$ cat src/rtl/dmem_arbiter_pkg.sv
// Shared definitions for the data-memory arbiter: bus width, default
// memory depth and the ownership FSM encoding.
package dmem_arbiter_pkg;

    localparam int WIDTH_C       = 32;
    localparam int DEPTH_WORDS_C = 64;

    typedef enum logic [1:0] {
        ST_ARB  = 2'd0,
        ST_OWN0 = 2'd1,
        ST_OWN1 = 2'd2
    } arb_state_e;

endpackage

$ cat src/rtl/dmem_arbiter_if.sv
// One requester port of the data-memory arbiter: request side driven by the
// requester, grant and registered response driven by the arbiter.
interface dmem_arbiter_if
    import dmem_arbiter_pkg::*;
#(
    parameter int WIDTH = WIDTH_C
);
    logic             req;
    logic             we;
    logic             lock;
    logic [WIDTH-1:0] addr;
    logic [WIDTH-1:0] wdata;
    logic             gnt;
    logic             rvalid;
    logic [WIDTH-1:0] rdata;
    logic             err;

    modport master (
        output req, we, lock, addr, wdata,
        input  gnt, rvalid, rdata, err
    );

    modport slave (
        input  req, we, lock, addr, wdata,
        output gnt, rvalid, rdata, err
    );
endinterface

$ cat src/rtl/dmem_arb_resp.sv
// Per-port response register: captures read data (or zero for writes and
// out-of-range accesses) plus the range error on a grant, and pulses rvalid
// for exactly one cycle. Without a grant rdata/err keep their last value.
module dmem_arb_resp
    import dmem_arbiter_pkg::*;
#(
    parameter int WIDTH = WIDTH_C
) (
    input  logic             clk,
    input  logic             reset,
    input  logic             gnt,
    input  logic             we,
    input  logic             in_range,
    input  logic [WIDTH-1:0] mem_rd,
    output logic             rvalid,
    output logic [WIDTH-1:0] rdata,
    output logic             err
);

    logic             rvalid_r;
    logic [WIDTH-1:0] rdata_r;
    logic             err_r;

    // Capture the response of the access granted this cycle.
    always_ff @(posedge clk) begin
        if (reset) begin
            rvalid_r <= 1'b0;
            rdata_r  <= {WIDTH{1'b0}};
            err_r    <= 1'b0;
        end else if (gnt) begin
            rvalid_r <= 1'b1;
            rdata_r  <= (in_range && !we) ? mem_rd : {WIDTH{1'b0}};
            err_r    <= ~in_range;
        end else begin
            rvalid_r <= 1'b0;
        end
    end

    assign rvalid = rvalid_r;
    assign rdata  = rdata_r;
    assign err    = err_r;

endmodule

$ cat src/rtl/dmem_arbiter.sv
// Two-port arbiter in front of the single-port data memory. Port 0 is the
// core, port 1 the debug/program loader. Grants are combinational, a locked
// grant keeps ownership until the owner releases lock or drops req, and each
// access gets a one-cycle-later registered response.
module dmem_arbiter
    import dmem_arbiter_pkg::*;
#(
    parameter int WIDTH       = WIDTH_C,
    parameter int DEPTH_WORDS = DEPTH_WORDS_C,
    parameter int RR_EN       = 1
) (
    input  logic             clk,
    input  logic             reset,
    dmem_arbiter_if.slave    m0,
    dmem_arbiter_if.slave    m1,
    output logic [WIDTH-1:0] mem_addr,
    output logic             mem_we,
    output logic [WIDTH-1:0] mem_wr_data,
    input  logic [WIDTH-1:0] mem_rd
);

    localparam logic [WIDTH-1:0] DEPTH_L = WIDTH'(DEPTH_WORDS);

    arb_state_e state_r;
    arb_state_e state_nxt_s;
    logic       last_r;      // port granted most recently (1 = port 1)
    logic       last_nxt_s;
    logic       gnt0_s;
    logic       gnt1_s;
    logic       in_range0_s;
    logic       in_range1_s;

    // Word address decode; the two byte-offset bits never affect range.
    assign in_range0_s = ({2'b00, m0.addr[WIDTH-1:2]} < DEPTH_L);
    assign in_range1_s = ({2'b00, m1.addr[WIDTH-1:2]} < DEPTH_L);

    // Ownership state and round-robin pointer; last=1 lets port 0 win first.
    always_ff @(posedge clk) begin
        if (reset) begin
            state_r <= ST_ARB;
            last_r  <= 1'b1;
        end else begin
            state_r <= state_nxt_s;
            last_r  <= last_nxt_s;
        end
    end

    // Grant selection and ownership transitions.
    always_comb begin
        gnt0_s      = 1'b0;
        gnt1_s      = 1'b0;
        state_nxt_s = state_r;
        last_nxt_s  = last_r;
        case (state_r)
            ST_ARB: begin
                if (m0.req && m1.req) begin
                    if ((RR_EN != 0) && (last_r == 1'b0)) begin
                        gnt1_s = 1'b1;
                    end else begin
                        gnt0_s = 1'b1;
                    end
                end else if (m0.req) begin
                    gnt0_s = 1'b1;
                end else if (m1.req) begin
                    gnt1_s = 1'b1;
                end else begin
                    gnt0_s = 1'b0;
                end
                if (gnt0_s && m0.lock) begin
                    state_nxt_s = ST_OWN0;
                end else if (gnt1_s && m1.lock) begin
                    state_nxt_s = ST_OWN1;
                end else begin
                    state_nxt_s = ST_ARB;
                end
            end
            ST_OWN0: begin
                // A dropped req releases ownership without a grant.
                if (m0.req) begin
                    gnt0_s      = 1'b1;
                    state_nxt_s = m0.lock ? ST_OWN0 : ST_ARB;
                end else begin
                    state_nxt_s = ST_ARB;
                end
            end
            ST_OWN1: begin
                if (m1.req) begin
                    gnt1_s      = 1'b1;
                    state_nxt_s = m1.lock ? ST_OWN1 : ST_ARB;
                end else begin
                    state_nxt_s = ST_ARB;
                end
            end
            default: begin
                state_nxt_s = ST_ARB;
            end
        endcase
        if (gnt0_s) begin
            last_nxt_s = 1'b0;
        end else if (gnt1_s) begin
            last_nxt_s = 1'b1;
        end else begin
            last_nxt_s = last_r;
        end
    end

    // Memory-side mux; port 0 drives the bus when nobody is granted, and
    // out-of-range or reset-cycle writes never reach the memory.
    always_comb begin
        mem_addr    = m0.addr;
        mem_wr_data = m0.wdata;
        if (gnt1_s) begin
            mem_addr    = m1.addr;
            mem_wr_data = m1.wdata;
        end else begin
            mem_addr    = m0.addr;
            mem_wr_data = m0.wdata;
        end
        mem_we = ((gnt0_s & m0.we & in_range0_s) |
                  (gnt1_s & m1.we & in_range1_s)) & ~reset;
    end

    assign m0.gnt = gnt0_s;
    assign m1.gnt = gnt1_s;

    dmem_arb_resp #(.WIDTH(WIDTH)) u_resp0 (
        .clk      (clk),
        .reset    (reset),
        .gnt      (gnt0_s),
        .we       (m0.we),
        .in_range (in_range0_s),
        .mem_rd   (mem_rd),
        .rvalid   (m0.rvalid),
        .rdata    (m0.rdata),
        .err      (m0.err)
    );

    dmem_arb_resp #(.WIDTH(WIDTH)) u_resp1 (
        .clk      (clk),
        .reset    (reset),
        .gnt      (gnt1_s),
        .we       (m1.we),
        .in_range (in_range1_s),
        .mem_rd   (mem_rd),
        .rvalid   (m1.rvalid),
        .rdata    (m1.rdata),
        .err      (m1.err)
    );

endmodule

$ cat src/flat_wrapper.sv
// flat-port wrapper written by rule: the top's interface ports become plain ports
module dmem_arbiter_flat import dmem_arbiter_pkg::*;
#(
    parameter int WIDTH       = WIDTH_C,
    parameter int DEPTH_WORDS = DEPTH_WORDS_C,
    parameter int RR_EN       = 1
)
  (clk, reset, mem_addr, mem_we, mem_wr_data, mem_rd, m0_req, m0_we, m0_lock, m0_addr, m0_wdata, m0_gnt, m0_rvalid, m0_rdata, m0_err, m1_req, m1_we, m1_lock, m1_addr, m1_wdata, m1_gnt, m1_rvalid, m1_rdata, m1_err);
  dmem_arbiter_if #(.WIDTH(WIDTH)) m0_i ();
  dmem_arbiter_if #(.WIDTH(WIDTH)) m1_i ();
  input  logic clk;
  input  logic reset;
  output logic [WIDTH-1:0] mem_addr;
  output logic mem_we;
  output logic [WIDTH-1:0] mem_wr_data;
  input  logic [WIDTH-1:0] mem_rd;
  input wire logic [$bits(m0_i.req)-1:0] m0_req;
  input wire logic [$bits(m0_i.we)-1:0] m0_we;
  input wire logic [$bits(m0_i.lock)-1:0] m0_lock;
  input wire logic [$bits(m0_i.addr)-1:0] m0_addr;
  input wire logic [$bits(m0_i.wdata)-1:0] m0_wdata;
  output wire logic [$bits(m0_i.gnt)-1:0] m0_gnt;
  output wire logic [$bits(m0_i.rvalid)-1:0] m0_rvalid;
  output wire logic [$bits(m0_i.rdata)-1:0] m0_rdata;
  output wire logic [$bits(m0_i.err)-1:0] m0_err;
  input wire logic [$bits(m1_i.req)-1:0] m1_req;
  input wire logic [$bits(m1_i.we)-1:0] m1_we;
  input wire logic [$bits(m1_i.lock)-1:0] m1_lock;
  input wire logic [$bits(m1_i.addr)-1:0] m1_addr;
  input wire logic [$bits(m1_i.wdata)-1:0] m1_wdata;
  output wire logic [$bits(m1_i.gnt)-1:0] m1_gnt;
  output wire logic [$bits(m1_i.rvalid)-1:0] m1_rvalid;
  output wire logic [$bits(m1_i.rdata)-1:0] m1_rdata;
  output wire logic [$bits(m1_i.err)-1:0] m1_err;
  assign m0_i.req = m0_req;
  assign m0_i.we = m0_we;
  assign m0_i.lock = m0_lock;
  assign m0_i.addr = m0_addr;
  assign m0_i.wdata = m0_wdata;
  assign m0_gnt = m0_i.gnt;
  assign m0_rvalid = m0_i.rvalid;
  assign m0_rdata = m0_i.rdata;
  assign m0_err = m0_i.err;
  assign m1_i.req = m1_req;
  assign m1_i.we = m1_we;
  assign m1_i.lock = m1_lock;
  assign m1_i.addr = m1_addr;
  assign m1_i.wdata = m1_wdata;
  assign m1_gnt = m1_i.gnt;
  assign m1_rvalid = m1_i.rvalid;
  assign m1_rdata = m1_i.rdata;
  assign m1_err = m1_i.err;
  dmem_arbiter #(.WIDTH(WIDTH), .DEPTH_WORDS(DEPTH_WORDS), .RR_EN(RR_EN)) u_core (.clk(clk), .reset(reset), .m0(m0_i), .m1(m1_i), .mem_addr(mem_addr), .mem_we(mem_we), .mem_wr_data(mem_wr_data), .mem_rd(mem_rd));
endmodule
$ cat config.mk
export PLATFORM = sky130hd
export DESIGN_NAME = dmem_arbiter_flat
export DESIGN_NICKNAME = d
export VERILOG_FILES = /design/src/rtl/dmem_arbiter_pkg.sv /design/src/rtl/dmem_arbiter_if.sv /design/src/rtl/dmem_arb_resp.sv /design/src/rtl/dmem_arbiter.sv /design/src/flat_wrapper.sv
export SDC_FILE = /design/constraint.sdc
export NUM_CORES = 1
export LEC_CHECK = 0
export CORE_AREA = 2 2 119 121
export CTS_BUF_LIST = sky130_fd_sc_hd__clkbuf_4 sky130_fd_sc_hd__clkbuf_8
export CTS_CLUSTER_SIZE = 40
export DETAILED_ROUTE_END_ITERATION = 8
export DIE_AREA = 0 0 121 123
export PLACE_DENSITY = 0.71
export SYNTH_ARGS = -nofsm -noshare
export SYNTH_HDL_FRONTEND = slang
export SYNTH_HIERARCHICAL = 1
export SYNTH_SLANG_ARGS = --single-unit
$ cat constraint.sdc
create_clock -name clk -period 1.93 [get_ports clk]
set_input_delay 0.386 -clock clk [delete_from_list [all_inputs] [get_ports clk]]
set_output_delay 0.386 -clock clk [all_outputs]
set_load 0.02 [all_outputs]
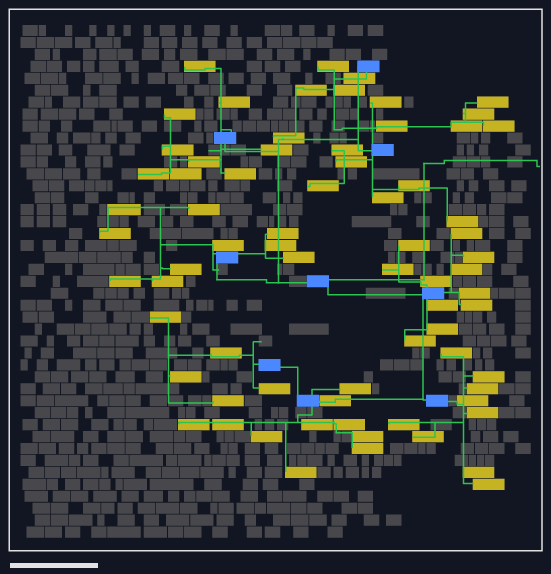
(run_1/clk_routes.png)
The bar under the picture is 20 um long.
flip-flops: drawn in yellow, count 71. clock wires: drawn in green, length 953 um. clock drivers: drawn in blue, count 9.
There are 10 routed clock nets.

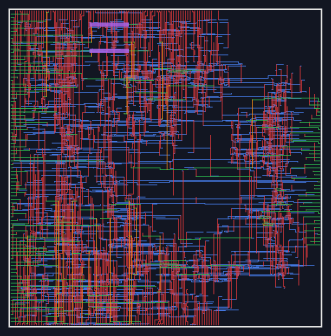
(run_1/wires.png)
metal 2: drawn in red, wire length 9440 um. metal 3: drawn in green, wire length 1670 um. metal 1: drawn in blue, wire length 7080 um. metal 4: drawn in orange, wire length 649 um. metal 5: drawn in purple, wire length 27.6 um.
via count: 4625
WL/cell: 20.53 um
gr usage total: 0.2397
Routed Wire Length: 18870 um

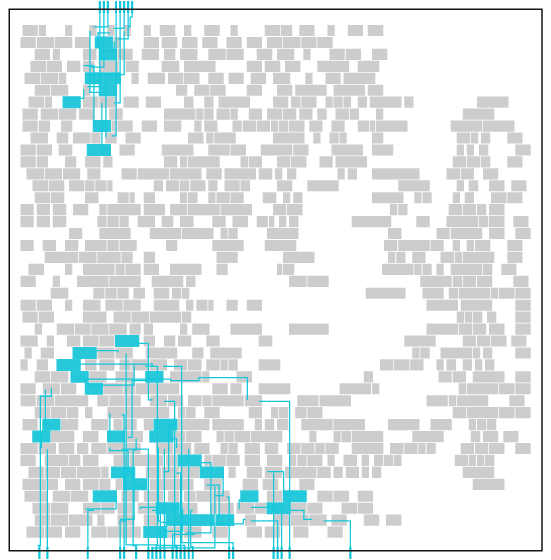
(run_1/io_fan.png)
mem_addr: drawn in cyan, direction output, edge 24 south, 8 north, end cells 32, buffers 32, wire 1100 um.
# IOs: 303
port buffer count: 302

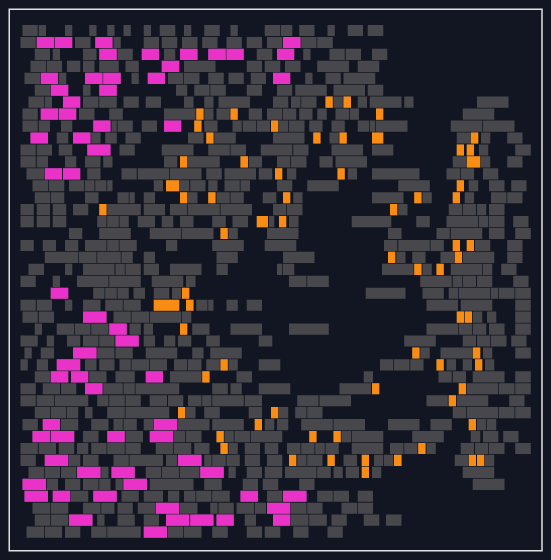
(run_1/logic_types.png)
inverting AOI/OAI gates: drawn in orange, cells 68. multiplexers: drawn in magenta, cells 64.

[run 1: timing repair]
action	4_1_cts	5_1_grt
pin swaps	20	8
setup buffers	22	1
setup endpoints to repair	99	102
resized	416	101
cloned	3	3
[run 1: critical path, stage by stage]
cell and delay, ns:
clkdlybuf4s15_1 0.24, nor4_4 0.31, nand4_1 0.18, or4_4 0.58
a21oi_4 0.14, buf_6 0.14
[run 1: final timing paths]
kind / start / end / cells past startpoint
setup / recovery: m1_addr[9] / mem_we / 6
hold reg to reg: u_core/u_resp1/rdata[12] / u_core/u_resp1/rdata[12] / 2
hold / removal: reset / u_core/state_r[0] / 2
setup reg to reg: u_core/state_r[1] / u_core/u_resp1/rdata[18] / 8
[run 1: power breakdown]
part	switching (uW)	internal, uW
logic	601	792
clock network	551	715
registers	5.35	1470
total	1160	2980
==> changes_impl.md, run 1 <==
### Physical design

- Row count: 43
- Routability Congestion: 0.9326
- Synth Warn #: 6
- Synth top area share: 0.3632
- # clk buffers: 14
- Yosys simple share: 0.2909
- Top cells by area: dfxtp_1 36%, mux2_2 18%, nand4b_1 14%
- H-tree levels: 3
- Placed cells: 878
- First-pass GRT wire length: 26990 um
- DR top layer: met5
- Fillers: 1167
- M1 wire length: 7079 um
- Worst setup SP type: input port
- Data arrival, critical path: 1.98 ns
- Minimum clock period: 2.367 ns
- Worst Setup End Kind: primary output
- Max-cap violation count: 0
- Inverters: 4
- Top cells by count, synth: 71 x dfxtp_1, 65 x a21oi_1, 65 x nand2b_1, 64 x mux2_2, 64 x nand4b_1
- Buffering overhead: 0.4461
- Mapped cell area: 3914 um2
- Clock Tree Root: clkbuf_8
- Multi-input gate area: 2452 um2
- Worst vdd ir: 0.2886 mV
- R2R Setup Slk: 0.19 ns
- Status: complete, but fails checks
- Violated checks: negative setup slack
- Non-clk bufs: 356
- Busiest layer in global routing: met2
- Most instantiated logic cell after routing: clkdlybuf4s50_1
- Vias per cell: 5.033
- WHS: 0.3604 ns
- Final instance area: 7823 um2
- Hold Crit Class: input port to flip-flop
- Multi-In Gates: 291
- Clock Sinks: 71
- Pre-CTS setup slack: -0.8174 ns
- Init Core Util: 0.2875
- Register area: 1423 um2
- WL met3: 1673 um
- Vias in the first global route: 4689
- Power Total: 4137 uW
- Area Growth Syn to Fin: 99.87%
- Post-layout period usage: 1.227
- Fin cells: 919
- Worst Path Max Fanout: 2
- Top-count cell post-synth: dfxtp_1
- Req. time, crit path: 1.54 ns
- Met2 wire len: 9438 um
- Post-layout util: 0.5747
- Clock Pin Slew Worst Setup and Hold Paths: 0.08 ns
- PnR worst setup slack: -0.4372 ns
- Syn_nets: 577
- Xor/xnor share: 0
- Post-DP HPWL: 13990 um
- Die W: 121 um
- Yosys top cell by area: dfxtp_1
- Ao+oa area frac: 0.09015
- Synth Instances: 409
- Cells in synth_stat.txt: 409
- Dpl cell area: 7209 um2
- Maximum buffer depth of the clock tree: 2
- Comb area leader: simple AND/OR/NAND/NOR gates
- ClkCell Share: 0.02719
- Final setup vio count: 66
- P per Cell Area: 528.9 nW/um2
- Sequential-to-total area share from yosys stat: 0.3632
- Post-route DRC: 0
- Chip height: 123 um
- Layout cells sized above 1: 0.3279
- Initial antenna violation count: 3
- Final count of pins violating max slew: 0
- Cts bufs inserted: 9
- Pleak: 0.002936 uW
- Largest net degree at the start of global routing: 40
- Unrepaired setup endpoints after global routing: yes
- YS chip area: 3914 um2
- Unique cell types: 22
- Seq cells: 71
- Number of synthesized flops with an enable pin: 0
- Skew final: 0.009065 ns
- Highest clock rate: 422.4 MHz
- Clk_lat worst skew: 0.35 ns
- Largest cell class by area: buffers
==> run_1/clocks.png <==
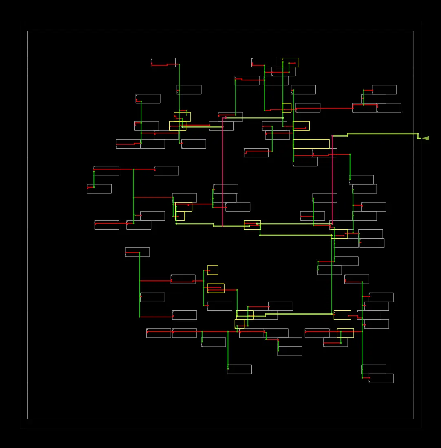

==> run 1 -> run 2 <==
- CORE_AREA: 2 2 119 121 -> 2 2 116 118
- DIE_AREA: 0 0 121 123 -> 0 0 118 120
- SYNTH_HIERARCHICAL: 1 -> unset
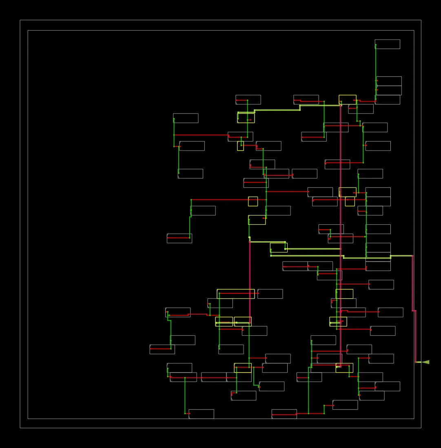
(run_2/clocks.png)
cts bufs inserted: 9
Clock Sinks: 71
Clock Power: 1210 uW
Seq cells: 71

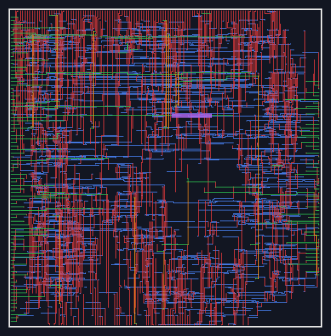
(run_2/wires.png)
metal 5: drawn in purple, wire length 13.8 um. metal 4: drawn in orange, wire length 443 um. metal 3: drawn in green, wire length 1350 um. metal 1: drawn in blue, wire length 7090 um. metal 2: drawn in red, wire length 9410 um.

==> changes_impl.md, run 2 <==
### Physical design

- Status: complete, but fails checks
- Violated checks: negative setup slack
- Crit. Startpoint: m0_addr[9]
- PnR worst setup slack: -0.1538 ns
- Inverters: 33
- Final setup vio count: 66
- Busiest layer in global routing: met2
- WHS: 0.4073 ns
- Die W: 118 um
- Post-layout period usage: 1.080
- Mapped cell area: 3526 um2
- Req. time, crit path: 1.54 ns
- Reg power frac: 0.333
- Critical Path Max Stage Delay: 0.43 ns
- Top cells by area: dfxtp_1 40%, nand2_1 21%, a22o_1 7.9%
- Crit path buffers/inverters: 2
- Non-clk bufs: 390
- Worst setup SP type: input port
- Post-DP HPWL: 13730 um
- Routed Wire Length: 18300 um
- R2r startpoint: u_core.state_r[1]
- Seq. pwr: 1480 uW
- Largest cell class by area: buffers
- Hold Crit Class: input port to flip-flop
- Area Growth Syn to Fin: 138.0%
- Placed cells: 970
- Init Core Util: 0.2716
- Post-route DRC: 0
- Power Total: 4448 uW
- Skew final: 0.005140 ns
- Via count: 4860
- Met2 wire len: 9407 um
- Hold path cells: 3
- Syn_nets: 638
- End point of the critical path: mem_we
- Comb power frac: 0.395
- Top cells by count, synth: 195 x nand2_1, 71 x dfxtp_1, 34 x nand3b_1
- Register area: 1423 um2
- Final count of pins violating max slew: 0
- Sw Ratio: 0.3065
- R2r endpoint: u_core.u_resp0.rdata[31]
- Fillers: 1125
- Synth top area share: 0.4031
- Cells in synth_stat.txt: 470
- Top Consumer: combinational cells
- Pre-CTS setup slack: -0.9219 ns
- Post-CTS Repair Setup Buffers: 18
- WL met3: 1347 um
- YS chip area: 3526 um2
- Yosys top cell by area: dfxtp_1
- Critical path depth: 6
- Post-layout util: 0.6465
- Post-CTS sizing: 487
- Most instantiated logic cell after routing: clkdlybuf4s50_1
- H-tree levels: 3
- Fin cells: 1012
- Clk pwr share: 0.273
- Data arrival, critical path: 1.70 ns
- Hold EP: u_core.u_resp0.rvalid
- Highest clock rate: 479.9 MHz
- Sw power: 1363 uW
- Critical path cell sequence: clkdlybuf4s50_1, nor4_1, nand4_1, nor2_2, a32o_2, buf_6
- Clock Tree Root: clkbuf_8
-- run 2: cell types whose count changed in the layout (fill, tap and decap cells not counted), moves of 22 or more --
cell,change
buf_6,+22
inv_1,+30
nand3b_1,+34
nand2b_1,-64
nand2_2,+58
a22o_1,+32
buf_2,-24
mux2_2,-40
nand4b_1,-64
nand2_1,+100
mux2_4,-24
a21oi_1,-62
nand2_4,+30
o32ai_1,+32
-- run 2: kinds of logic (layout without fill, tap and decap cells) --
group	count (synthesis)	count (layout)	share of synthesized area
buffers and inverters	72	438	0.09191
and+or+nand+nor	259	259	0.3364
AOI/OAI and AO/OA	68	68	0.1686
DFF	71	71	0.4031
==> run 2 -> run 3 <==
- ABC_AREA: unset -> 0
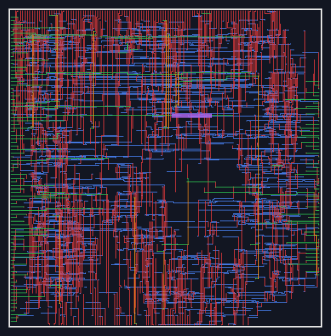
(run_3/wires.png)
metal 2: drawn in red, wire length 9410 um. metal 4: drawn in orange, wire length 443 um. metal 5: drawn in purple, wire length 13.8 um. metal 3: drawn in green, wire length 1350 um. metal 1: drawn in blue, wire length 7090 um.

==> changes_impl.md, run 3 <==
### Physical design

- Final count of pins violating max slew: 0
- Status: complete, but fails checks
- Synth Warn #: 0
- YS chip area: 3526 um2
- Pre-CTS setup slack: -0.9219 ns
- Met2 wire len: 9407 um
- WHS: 0.4073 ns
- Unique cell types: 26
- Yosys top cell by area: dfxtp_1
- Clock Pin Slew Worst Setup and Hold Paths: 0.07 ns
- Critical path depth: 6
- Minimum clock period: 2.084 ns
- Routability Congestion: 0.9120
- Die W: 118 um
- Worst reg-to-reg path cell count: 7
- Post-DP HPWL: 13730 um
- Largest net degree at the start of global routing: 68
- Die Area: 14160 um2
- Largest delay share family, worst path: simple AND/OR/NAND/NOR gates
- Area Growth Syn to Fin: 138.0%
- Final instance area: 8392 um2
- Clock Tree Root: clkbuf_8
- Post-CTS sizing: 487
- Init Core Util: 0.2716
- R2R Setup Slk: 0.12 ns
- PnR worst setup slack: -0.1538 ns
- Hold EP: u_core.u_resp0.rvalid
- Dpl cell area: 7174 um2
- Unrepaired setup endpoints after global routing: yes
- Vias per cell: 4.802
- Fin cells: 1012
- Busiest layer in global routing: met2
- Crit path buffers/inverters: 2
- Hold Crit Class: input port to flip-flop
- Req. time, crit path: 1.54 ns
- DR top layer: met5
- Final setup vio count: 66
- WL met3: 1347 um
- Row count: 42
- Violated checks: negative setup slack
- Most instantiated logic cell after routing: clkdlybuf4s50_1
- Cts bufs inserted: 9
- Chip height: 120 um
- Hold path cells: 3
- Pleak: 0.003665 uW
- Crit. Startpoint: m0_addr[9]
- Cells in synth_stat.txt: 470
- End point of the critical path: mem_we
- Critical path cell sequence: clkdlybuf4s50_1, nor4_1, nand4_1, nor2_2, a32o_2, buf_6
- Gr usage total: 0.2372
- Worst setup SP type: input port
- Data arrival, critical path: 1.70 ns
- Worst vdd ir: 0.3195 mV
- P per Cell Area: 530.0 nW/um2
- R2r startpoint: u_core.state_r[1]
- Post-route DRC: 0
- Post-layout period usage: 1.080
- Synth Instances: 470
- Mapped cell area: 3526 um2
- H-tree levels: 3
- Worst hold start: reset
- Worst Setup End Kind: primary output
- Top-count cell post-synth: nand2_1
- Port buffer count: 302
- Highest clock rate: 479.9 MHz
- Max-cap violation count: 0
- Worst path slowest cell: clkdlybuf4s50_1
- Top cells by area: dfxtp_1 40%, nand2_1 21%, a22o_1 7.9%
- Initial antenna violation count: 1
- Worst Path Max Fanout: 2
- # IOs: 303
- First-pass GRT wire length: 26080 um
- Post-layout util: 0.6465
- Maximum buffer depth of the clock tree: 2
- R2r endpoint: u_core.u_resp0.rdata[31]
- Top cells by count, synth: 195 x nand2_1, 71 x dfxtp_1, 34 x nand3b_1
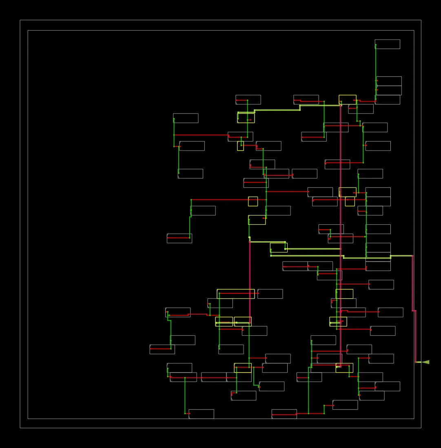
(run_3/clocks.png)
# clk buffers: 12
clk_lat worst skew: 0.34 ns
skew final: 0.005140 ns

## run 3: cell families after synthesis
group	count (synthesis)	share of synthesized area
AOI/OAI and AO/OA	68	0.1686
buffers and inverters	72	0.09191
DFF	71	0.4031
and+or+nand+nor	259	0.3364
## run 3: tightest hold or removal path, cell delays in order
cell    delay (ns)
buf_2         0.11
nor3_1        0.08
buf_4         0.13
## run 3: cell type report
type	instances	area, um2
Clock buffer	12	158.9
Clock inverter	3	42.54
Fill cell	1125	4588
Inverter	33	126.4
Multi-Input combinational cell	327	2291
Sequential cell	71	1423
Tap cell	176	220.2
Timing Repair Buffer	390	4130
## run 3: report_power, final
group | switching [uW] | internal [uW] | total, uW
clock network | 540 | 673 | 1210
registers | 4.98 | 1470 | 1480
logic | 819 | 938 | 1760
total | 1360 | 3080 | 4450
Power is estimated from default activity; no workload was simulated.
